==> config.mk <==
export PLATFORM = sky130hd
export DESIGN_NAME = fifo_control_flat
export DESIGN_NICKNAME = d
export VERILOG_FILES = /design/src/rtl/fifo_control_pkg.sv /design/src/rtl/fifo_control_if.sv /design/src/rtl/tpram.sv /design/src/rtl/fifo_control.sv /design/src/flat_wrapper.sv
export SDC_FILE = /design/constraint.sdc
export NUM_CORES = 2
export LEC_CHECK = 0
export ABC_AREA = 1
export CORE_ASPECT_RATIO = 1.2
export CORE_MARGIN = 2
export CORE_UTILIZATION = 50
export DETAILED_ROUTE_END_ITERATION = 8
export PLACE_DENSITY_LB_ADDON = 0.15
export SLEW_MARGIN = 0
export SYNTH_ARGS = -nofsm -noshare
export SYNTH_HDL_FRONTEND = slang
export SYNTH_SLANG_ARGS = --single-unit
export TNS_END_PERCENT = 20
==> constraint.sdc <==
create_clock -name clk -period 7.7 [get_ports clk]
set_input_delay 1.54 -clock clk [delete_from_list [all_inputs] [get_ports clk]]
set_output_delay 1.54 -clock clk [all_outputs]
set_load 0.01 [all_outputs]
final_clocks.png
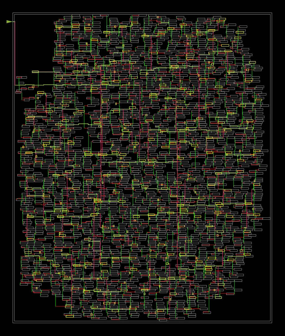
clk_skew: 0.0216 ns
power in the clock group: 9.68 mW
CTS buffer count: 197

met3.png
Drawn at 1 px/micron.
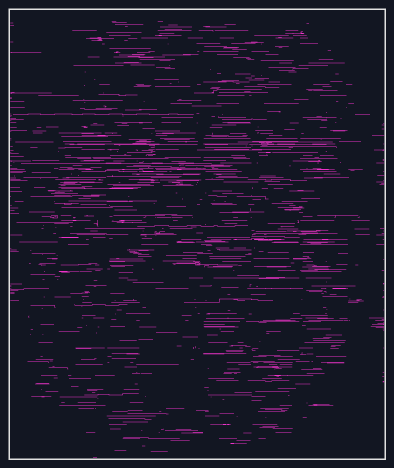
The layer holds 7.4% of the routed length. 415 nets have wire on it. The layer carries 16700 microns of wire. The wires run mostly horizontal. The longest straight run is 190 microns.
vias: 52500
met3 Usage GRT: 3.69%
final WL: 226000 microns

registers.png
Drawn at 1 px/micron. Other sequential cells in the stronger grey, the rest of the logic in the fainter grey.
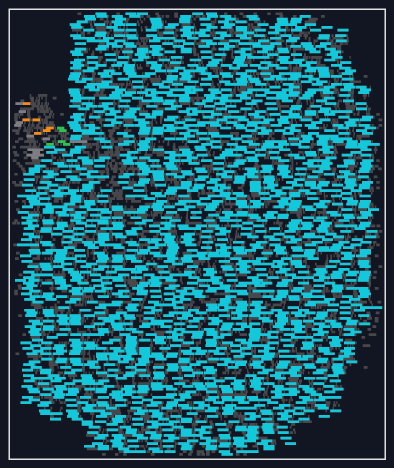
Cyan stands for `u_core.u_tpram.mem`, sequential cells 2080, where all over the die. Orange stands for `u_core.count_q`, sequential cells 6, where upper left. Green stands for `u_core.bus.waddr_out`, sequential cells 5.
Another 14 sequential cells are not coloured.
P_seq: 12.6 mW
sequential cell area share: 68.1%
end-of-flow core utilization: 56.4%
Flop area: 63000 sq um

wire_density.png
19 x 22 tiles, from black (low) to pale yellow (high), scaled to the fullest tile. Values are wire area over tile area, all layers added.
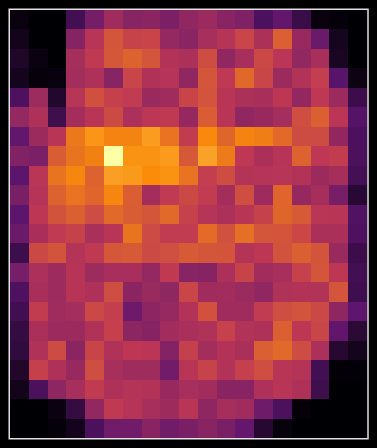
The mean over all tiles is 0.22. 6.5% of the tiles are nearly empty. The emptiest ninth of the die: lower right.
GRT Util Overall: 26.5%
per-cell routed wire length: 26.1 microns

==> out/metrics.cfg <==
[sta]
drv_slew=0
tightestPinTransition_ns=1.27
fmax_mhz=160
setup_viol=0
finalCriticalPeriod_ns=6.27
hold_viol_final=0
setup_slack_ns=1.43

[clocking]
cts.sinks=2105
cts_resized=0
clk_latency_ns=0.84
clockRootBuffer=clkbuf_16
cts_buffer_depth=3
post-cts-setup-buffers=0
ctsHoldBuffers=0
h-tree-depth=4

[setup_path]
path_cells=buf_12 > o21ai_0 > o22ai_1 > nand2_1 > nand3_1 > nand2_1 > o21ai_1 > clkdlybuf4s50_1
slowest_stage=dfxtp_4
critPathKind=reg2out
required_ns=6.16
path_depth=8
arrival_ns=4.73
cp_max_fo=184
r2r_cells=6

[run]
warnings=59

[placed_design]
portBuffers=150
dp_hpwl_microns=110000
place_congestion=0.775

[floorplanning]
core_util_floorplan_pct=50.2
core_sq_um=164000
chip_area_sq_um=168000

[routing]
vias_per_cell=6.08
highest_layer=met5
wl_met3_microns=16700
drtIter0Drc=5802
drc=0
first_pass_iters=6
m1WireLength_microns=95300

[yosys]
yosys_area_sq_um=82300
ys_top_cells_by_area=edfxtp_1 76%, o21ai_0 6.5%, nor2_1 5.1%, o22ai_1 3.4%, nand2_1 2.9%
synth_warnings=0
ys_sh_simple_pct=9.40
netlist.area_leader.share_pct=75.9
common_cells=2080 x edfxtp_1, 1109 x nor2_1, 1066 x o21ai_0, 635 x nand2_1, 449 x o22ai_1
ys_sh_mux_pct=0
yosys_cells=6319
syn_inst=6319
synth_nets=6397
fa_ha_area_share_pct=0.122
async_flop_share_pct=0
top_logic_kind=AND-OR/OR-AND gates
synth.cellmix.compoundShare_pct=11.5

[final_layout]
syn_to_final_growth_pct=12.4
final_layout_size_suffix_gt1_share_pct=6.65
layout.cells.most_common=edfxtp_1
design_area_sq_um=92500
num-nets-final=6414

[run_status]
status=complete, no violations

[global_routing]
met2_usage_pct=43.3
antenna_found_initial=9
overflow=0
grt-busiest-layer=met2

[power]
intPower_mw=18.3
irDropWorstVdd_uv=215
seq_power_share_pct=54.9
switchingPower_mw=4.68
leakagePower_nw=30.4

[min_path]
min_path_type=reg2reg
hold_path_depth=2

[through the flow]
step	hold WS [ns]	std cells
after global routing	0.602	8633
after floorplan	0.519	6319
after detailed placement	0.534	8282
final	0.568	8633
after CTS	0.565	8631
after global placement	0.550	8282
[final cells by class]
cell class	instances	area, sq um
flip-flops and latches	2105	63000
diodes	2	5.00
clock inverters	112	1140
inverters	46	205
clock buffers	237	5190
repair buffers	265	2770
multi-input cells	3721	17600
well taps	2145	2680
fillers	13300	71400
[power by group through the flow]
stage	clock (mW)	sequential, mW	combinational [mW]
after global routing	10.2	12.6	0.789
final	9.68	12.6	0.711
after global placement	0	12.9	0.700
after detailed placement	0	12.9	0.710
after floorplan	0	12.9	0.342
after CTS	9.80	12.6	0.713
Power and IR drop assume default switching activity.
